[config.mk]
export PLATFORM = sky130hd
export DESIGN_NAME = segment_scan_mux
export DESIGN_NICKNAME = d
export VERILOG_FILES = /design/src/rtl/segment_scan_mux.sv
export SDC_FILE = /design/constraint.sdc
export NUM_CORES = 1
export LEC_CHECK = 0
export ABC_AREA = 1
export CORE_ASPECT_RATIO = 2
export CORE_MARGIN = 5
export CORE_UTILIZATION = 35
export DETAILED_ROUTE_END_ITERATION = 16
export GPL_ROUTABILITY_DRIVEN = 1
export PLACE_DENSITY = 0.6
export SYNTH_ARGS = -nofsm -noshare
export SYNTH_HDL_FRONTEND = slang
export SYNTH_SLANG_ARGS = --single-unit
[constraint.sdc]
create_clock -name clock -period 4.81 [get_ports clock]
set_input_delay 0.481 -clock clock [delete_from_list [all_inputs] [get_ports clock]]
set_output_delay 0.481 -clock clock [all_outputs]
set_load 0.01 [all_outputs]
[src/rtl/segment_scan_mux.sv]
// Multiplexed 7-segment scanner: NUM_PAIRS two-digit decimal fields over 2*NUM_PAIRS digits,
// with frame snapshot, PWM brightness, per-pair blink, leading-zero blanking and over-range dashes.
module segment_scan_mux #(
  parameter int unsigned NUM_PAIRS    = 2,
  parameter int unsigned SCAN_DIV     = 1024,
  parameter int unsigned BLINK_FRAMES = 64
) (
  input  logic                   clock,
  input  logic                   reset,
  input  logic [7*NUM_PAIRS-1:0] data_show,
  input  logic [2*NUM_PAIRS-1:0] digit_enable,
  input  logic [NUM_PAIRS-1:0]   blink_mask,
  input  logic [3:0]             brightness,
  input  logic                   lz_blank,
  output logic [2*NUM_PAIRS-1:0] digit_sel,
  output logic [6:0]             segment,
  output logic                   frame_start
);

  localparam int unsigned ND   = 2 * NUM_PAIRS;
  localparam int unsigned PH_W = $clog2(SCAN_DIV);
  localparam int unsigned SL_W = $clog2(ND);
  localparam int unsigned BC_W = (BLINK_FRAMES > 1) ? $clog2(BLINK_FRAMES) : 1;

  logic [PH_W-1:0]        phase_q, phase_d;
  logic [SL_W-1:0]        slot_q, slot_d;
  logic [BC_W-1:0]        bcnt_q, bcnt_d;
  logic                   bphase_q, bphase_d;
  logic [7*NUM_PAIRS-1:0] shadow_q, shadow_d;
  logic [6:0]             seg_q, seg_d;
  logic [ND-1:0]          sel_q, sel_d;
  logic                   fs_q, fs_d;

  logic       phase_wrap, frame_wrap;
  logic [6:0] pv;
  logic       over;
  logic [3:0] tens, ones;
  logic [6:0] code;
  logic       lit;

  function automatic logic [6:0] seg_code(input logic [3:0] d);
    logic [6:0] c;
    case (d)
      4'd0:    c = 7'h3f;
      4'd1:    c = 7'h06;
      4'd2:    c = 7'h5b;
      4'd3:    c = 7'h4f;
      4'd4:    c = 7'h66;
      4'd5:    c = 7'h6d;
      4'd6:    c = 7'h7d;
      4'd7:    c = 7'h07;
      4'd8:    c = 7'h7f;
      4'd9:    c = 7'h6f;
      default: c = 7'h00;
    endcase
    return c;
  endfunction

  always_comb begin
    phase_wrap = (phase_q == PH_W'(SCAN_DIV - 1));
    frame_wrap = phase_wrap && (slot_q == SL_W'(ND - 1));

    phase_d = phase_wrap ? '0 : phase_q + 1'b1;
    slot_d  = slot_q;
    if (phase_wrap) begin
      slot_d = frame_wrap ? '0 : slot_q + 1'b1;
    end

    shadow_d = shadow_q;
    bcnt_d   = bcnt_q;
    bphase_d = bphase_q;
    fs_d     = frame_wrap;
    if (frame_wrap) begin
      shadow_d = data_show;
      if (bcnt_q == BC_W'(BLINK_FRAMES - 1)) begin
        bcnt_d   = '0;
        bphase_d = ~bphase_q;
      end else begin
        bcnt_d = bcnt_q + 1'b1;
      end
    end

    // Exactly one slot matches, so at most one select bit can go low.
    seg_d = '0;
    sel_d = '1;
    pv    = '0;
    over  = 1'b0;
    tens  = '0;
    ones  = '0;
    code  = '0;
    lit   = 1'b0;
    for (int unsigned k = 0; k < ND; k++) begin
      if (slot_q == SL_W'(k)) begin
        pv   = shadow_q[7*(k/2) +: 7];
        over = (pv > 7'd99);
        tens = 4'(pv / 7'd10);
        ones = 4'(pv % 7'd10);
        code = over ? 7'h40 : seg_code((k % 2 == 1) ? tens : ones);
        lit  = digit_enable[k]
            && !(blink_mask[k/2] && bphase_q)
            && !(lz_blank && (k % 2 == 1) && !over && (tens == 4'd0))
            && (phase_q != '0)
            && (phase_q[PH_W-1 -: 4] <= brightness);
        if (lit) begin
          sel_d[k] = 1'b0;
          seg_d    = code;
        end
      end
    end
  end

  always_ff @(posedge clock or negedge reset) begin
    if (!reset) begin
      phase_q  <= '0;
      slot_q   <= '0;
      bcnt_q   <= '0;
      bphase_q <= 1'b0;
      shadow_q <= '0;
      seg_q    <= '0;
      sel_q    <= '1;
      fs_q     <= 1'b0;
    end else begin
      phase_q  <= phase_d;
      slot_q   <= slot_d;
      bcnt_q   <= bcnt_d;
      bphase_q <= bphase_d;
      shadow_q <= shadow_d;
      seg_q    <= seg_d;
      sel_q    <= sel_d;
      fs_q     <= fs_d;
    end
  end

  assign digit_sel   = sel_q;
  assign segment     = seg_q;
  assign frame_start = fs_q;

endmodule
Fig. 1: run 1, met1 routing
Drawn at 4 px/µm. Supply wires on this layer in gray.
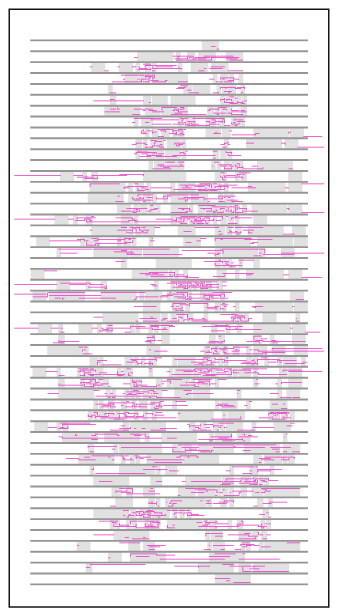
longest straight run	24.8 µm
wire length on this layer	2900 µm

Fig. 2: run 1, signal wires by layer
Drawn at 4 px/µm. Only two layers are drawn.
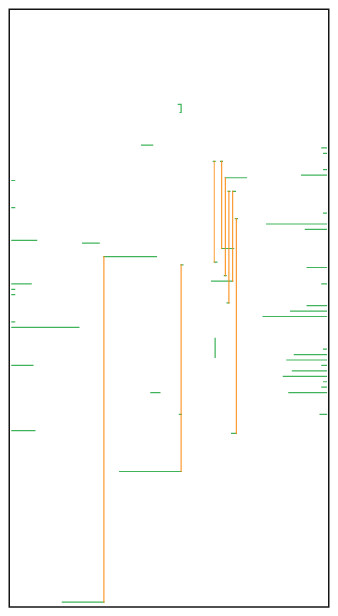
layer	color	wire length
M3	green	233 µm
M4	orange	314 µm
routed length per instance: 11.70 µm
Vias: 2946
total track usage: 13.86%
DRT Wirelength: 7385 µm

Fig. 3: run 1, metal 4
Drawn at 4 px/µm. Supply wires on this layer in gray.
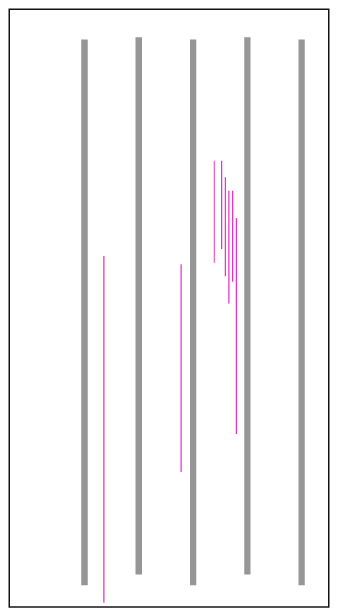
wire length on this layer	314 µm
longest straight run	86.4 µm

Fig. 4: run 1, sequential cells colored by netlist name
Drawn at 4 px/µm. Other sequential cells in the stronger gray, the rest of the logic in the fainter gray.
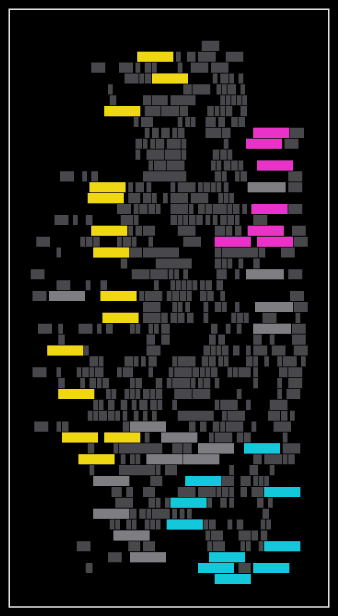
signal	color	placed flops
phase_q	cyan	10
shadow_q	yellow	14
segment	magenta	7
not colored	14
Final Util: 43.47%
flop share of the area: 27.54%
Reg area: 0.001131 mm²
Sequential Power: 0.380 mW

==> run_results.csv, run 1 <==
group,metric,value,unit
route,m1WireLength,2898,µm
power,p_sw,0.1571,mW
power,pg_clk,0.438,mW
timing,worst_slew_pin_slew,1007,ps
synth,top_cells_by_count,"100 x nand2_1, 70 x inv_1, 41 x dfrtp_1, 39 x nand3_1, 36 x nor2_1",
critical_path,cpLargestDelayFamily,"simple AND/OR/NAND/NOR gates",
synth,yosysWarnings,0,
synth,synthArstFlopShare,100.0,%
power,p_leak,2.074,nW
global_routing,use_met2,25.38,%
power,peakVddDrop,0.0001358,V
timing,rsz0062_at_grt,"false",
timing,fmax,0.2591,GHz
floorplanning,tap-cell-count,130,
place,routabilityCongestion,0.8766,
finish,layout_top_cell,"nand2_1",
finish,largest_cell_class,"multi-input combinational cells",
floorplanning,coreArea,0.009447,mm²
finish,signal_buffers,39,
synth,top_area_share,30.33,%
route,first_iter_violations,144,
route,drcViolationCount,0,
timing,period_used_share,80.25,%
synth,synth-main-ff-cell,"dfrtp_1",
run,maxCapViolations,0,
critical_path,cp_data_required_time,5020,ps
critical_path,crit_path_end,"segment[4]",
critical_path,crit_cells,26,
run,warning_count,47,
synth,yosys_cells,458,
finish,n_clock_buffer,5,
finish,n_all_inverters,75,
critical_path,critPathMaxFanout,9,
finish,diodes,0,
synth,avgSynthCellArea,7.387,µm²
global_routing,use_met3,2.297,%
floorplanning,fp-utilization,35.81,%
critical_path,end_kind,"flip-flop",
timing,tns,0,ps
run_status,status,"complete, no violations",
clock_network,htree_num_levels,2,
synth,ys_sh_mux,0,%
clock_network,clock_path_buffers,2,
critical_path,crit_path_max_incr_delay,410,ps
Fig. 5: run 1, congestion heat map
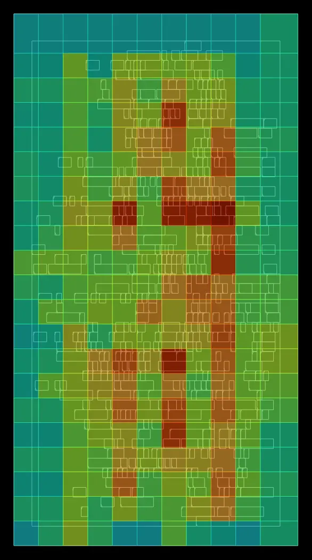

==> run 2: changes to the inputs <==
PLACE_DENSITY = 0.62   (was 0.6)
clock period = 3.55 ns   (was 4.81 ns; I/O delays follow)
Fig. 6: run 2, congestion heat map
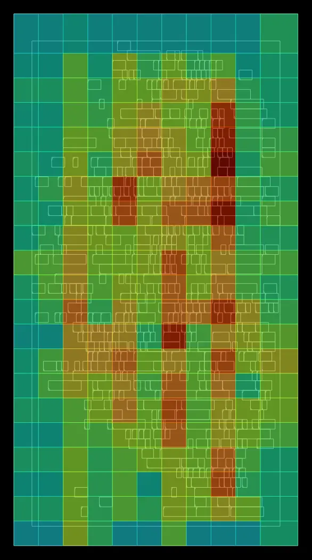
M1 GR Usage: 14.03%
routed length per instance: 11.85 µm

Fig. 7: run 2, metal 4
Drawn at 4 px/µm. Supply wires on this layer in gray.
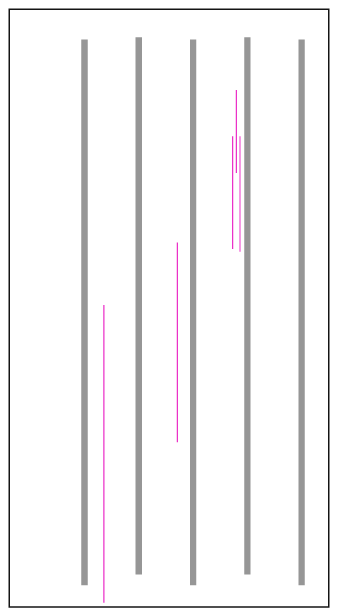
wire length on this layer	201 µm
main direction	vertical
share of all routed wire	2.6%
longest straight run	74.1 µm
nets with wire on the layer	5

==> run 2 against run 1 <==
- clock skew fell by 2.1 ps
- register-to-register slack got worse by 760 ps
- worst hold slack got worse by 130 ps
- sequential cell count did not move
- clock-buffer cell count rose by 1
- maximum frequency rose by 15%
- via count rose by 4.1%
- final area rose by 4.9%
- global-route usage fell by 0.44 points
- combinational power rose by about 40%
- synthesized cell count did not move
- critical path type unchanged
- largest cell class unchanged
==> run_results.csv, run 2 <==
group,metric,value,unit
power,p_leak,2.148,nW
route,met2WireLength,4334,µm
timing,hold_viol,0,
global_routing,track_usage,13.42,%
route,m1WireLength,2860,µm
synth,edf_count,0,
floorplanning,coreArea,0.009447,mm²
floorplanning,io-pin-count,39,
global_routing,grt_max_degree,46,
critical_path,cpLargestDelayFamily,"simple AND/OR/NAND/NOR gates",
critical_path,cp-startpoint,"shadow_q[6]",
power,maxPowerGroup,"registers",
floorplanning,tap-cell-count,130,
synth,synth-main-ff-cell,"dfrtp_1",
critical_path,cp_data_required_time,3770,ps
clock_network,htree_num_levels,2,
finish,bufAreaShareNonClock,11.67,%
route,dr_wl_met3,271,µm
clock_network,clk_pin_slew_worst_paths,60,ps
synth,synthArstFlopShare,100.0,%
power,p_total,1.016,mW
timing,fmax,0.2978,GHz
finish,sh_seq_area,26.28,%
finish,diodes,0,
finish,clkCellAreaFrac,3.223,%
global_routing,use_met3,2.056,%
finish,fill_cells,957,
finish,layout_top_cell,"nand2_1",
critical_path,r2r-start,"shadow_q[6]",
critical_path,crit_path_end,"segment[3]",
synth,top_logic_kind,"simple AND/OR/NAND/NOR gates",
synth,yosysMostFrequentCell,"nand2_1",
global_routing,antenna_found_initial,0,
global_routing,grt_pass1_vias,3003,
clock_network,cts_resized,5,
run,maxCapViolations,0,
synth,yosysWarnings,0,
synth,top_cells_by_count,"100 x nand2_1, 70 x inv_1, 41 x dfrtp_1, 39 x nand3_1, 36 x nor2_1",
floorplanning,fp-utilization,35.81,%
clock_network,clkLatencyLatePin,280,ps
finish,n_all_inverters,75,
synth,yosysChipArea,0.003383,mm²
global_routing,use_met2,25.46,%
critical_path,end_kind,"flip-flop",
finish,final-seq-area,0.001132,mm²
power,p_sw,0.2113,mW
timing,worst_slew_pin_slew,1011,ps
synth,top_area_share,30.33,%
place,routabilityCongestion,0.8722,
timing,rsz0062_at_grt,"true",
critical_path,crit_cells,27,
critical_path,crit_buf_inv,5,
route,top_layer_used,"met4",
floorplanning,die_w,79.52,µm
timing,tns,0,ps
timing,period_minus_slack,3358,ps
finish,fin_util,45.62,%
run_status,status,"complete, no violations",
synth,ys_types,35,
timing,period_used_share,94.59,%
critical_path,critPathMaxFanout,6,
finish,n_clock_buffer,6,
run,warning_count,48,
route,first_iter_violations,102,
synth,synth.net_count,519,
critical_path,crit_path_max_incr_delay,410,ps
route,drcViolationCount,0,
route,first_pass_iters,4,
synth,ys_sh_mux,0,%
power,peakVddDrop,0.0001720,V
synth,avgSynthCellArea,7.387,µm²
synth,yosys_cells,458,
clock_network,hold_buffers,0,
critical_path,crit_path_top_delay_cell,"dfrtp_1",
clock_network,cts_tree,"built",
clock_network,clock_path_buffers,2,
place,dp_cells,629,
finish,fin_cells,647,
finish,largest_cell_class,"multi-input combinational cells",
power,p_seq,0.515,mW
finish,largest_register_ffs,14,
power,pg_clk,0.448,mW
global_routing,grt.overflow.total,0,
synth,netlist_area,0.003383,mm²
finish,signal_buffers,55,
Fig. 8: run 2, met1 routing
Drawn at 4 px/µm. Supply wires on this layer in gray.
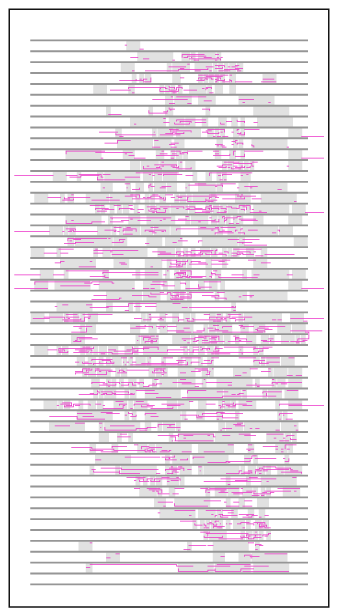
share of all routed wire	37%
longest straight run	31.5 µm
DRT Wirelength: 7666 µm
Vias: 3068

==> run 3: changes to the inputs <==
CTS_CLUSTER_SIZE = 25   (was not set)
Fig. 9: run 3, congestion heat map
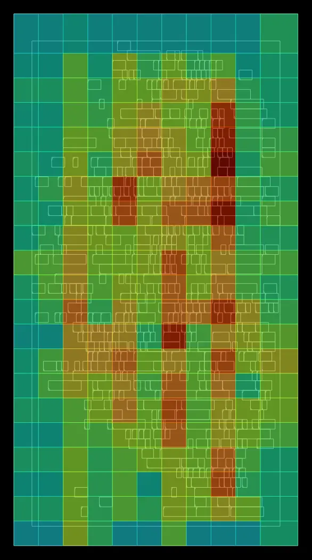
global routing usage on met3: 2.056%
GR Util met2: 25.46%
total track usage: 13.42%
Final Util: 45.62%
GRT busiest layer: met2

Fig. 10: run 3, metal 4
Drawn at 4 px/µm. Supply wires on this layer in gray.
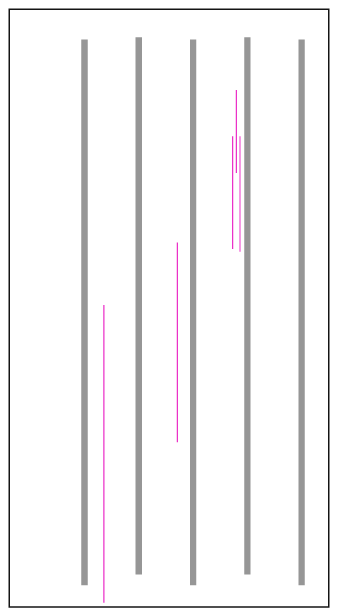
wire length on this layer	201 µm
longest straight run	74.1 µm

==> run 3 against run 2 <==
- first-iteration DRC count unchanged
- largest cell class unchanged
- largest power group unchanged
- maximum frequency is the same
- routed wire length unchanged
- clock-buffer cell count unchanged
- cell count unchanged
==> run_results.csv, run 3 <==
group,metric,value,unit
run_status,status,"complete, no violations",
floorplanning,coreArea,0.009447,mm²
global_routing,antenna_found_initial,0,
place,dp_cells,629,
finish,n_clock_buffer,6,
finish,clkCellAreaFrac,3.223,%
critical_path,cp_data_required_time,3770,ps
synth,yosysWarnings,0,
timing,hold_viol,0,
floorplanning,io-pin-count,39,
finish,signal_buffers,55,
finish,layout_top_cell,"nand2_1",
global_routing,grt_util_met1,14.03,%
synth,ys_types,35,
power,p_sw,0.2113,mW
finish,n_all_inverters,75,
critical_path,crit_cells,27,
critical_path,cp-startpoint,"shadow_q[6]",
route,top_layer_used,"met4",
synth,ys_sh_mux,0,%
finish,largest_cell_class,"multi-input combinational cells",
route,met2WireLength,4334,µm
timing,period_used_share,94.59,%
clock_network,clk_pin_slew_worst_paths,60,ps
power,maxPowerGroup,"registers",
timing,fmax,0.2978,GHz
finish,bufAreaShareNonClock,11.67,%
clock_network,clock_path_buffers,2,
timing,period_minus_slack,3358,ps
finish,fill_cells,957,
clock_network,clkLatencyLatePin,280,ps
global_routing,grt_pass1_vias,3003,
synth,synth.net_count,519,
route,m1WireLength,2860,µm
critical_path,crit_buf_inv,5,
floorplanning,fp-utilization,35.81,%
synth,yosysChipArea,0.003383,mm²
synth,top_area_share,30.33,%
timing,rsz0062_at_grt,"true",
route,first_iter_violations,102,
critical_path,cpLargestDelayFamily,"simple AND/OR/NAND/NOR gates",
synth,top_logic_kind,"simple AND/OR/NAND/NOR gates",
timing,worst_slew_pin_slew,1011,ps
Fig. 11: run 3, met1 routing
Drawn at 4 px/µm. Supply wires on this layer in gray.
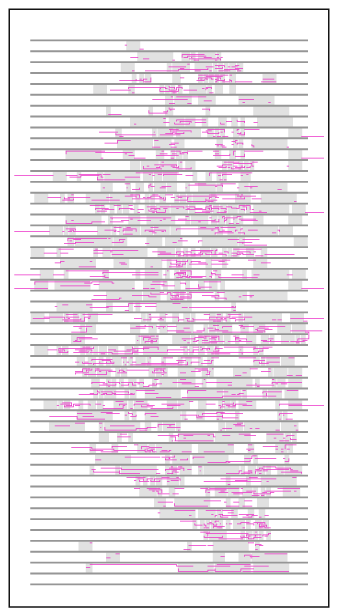
longest straight run	31.5 µm
main direction	horizontal

Power figures rest on the tool's default switching activity, not on a simulated workload.
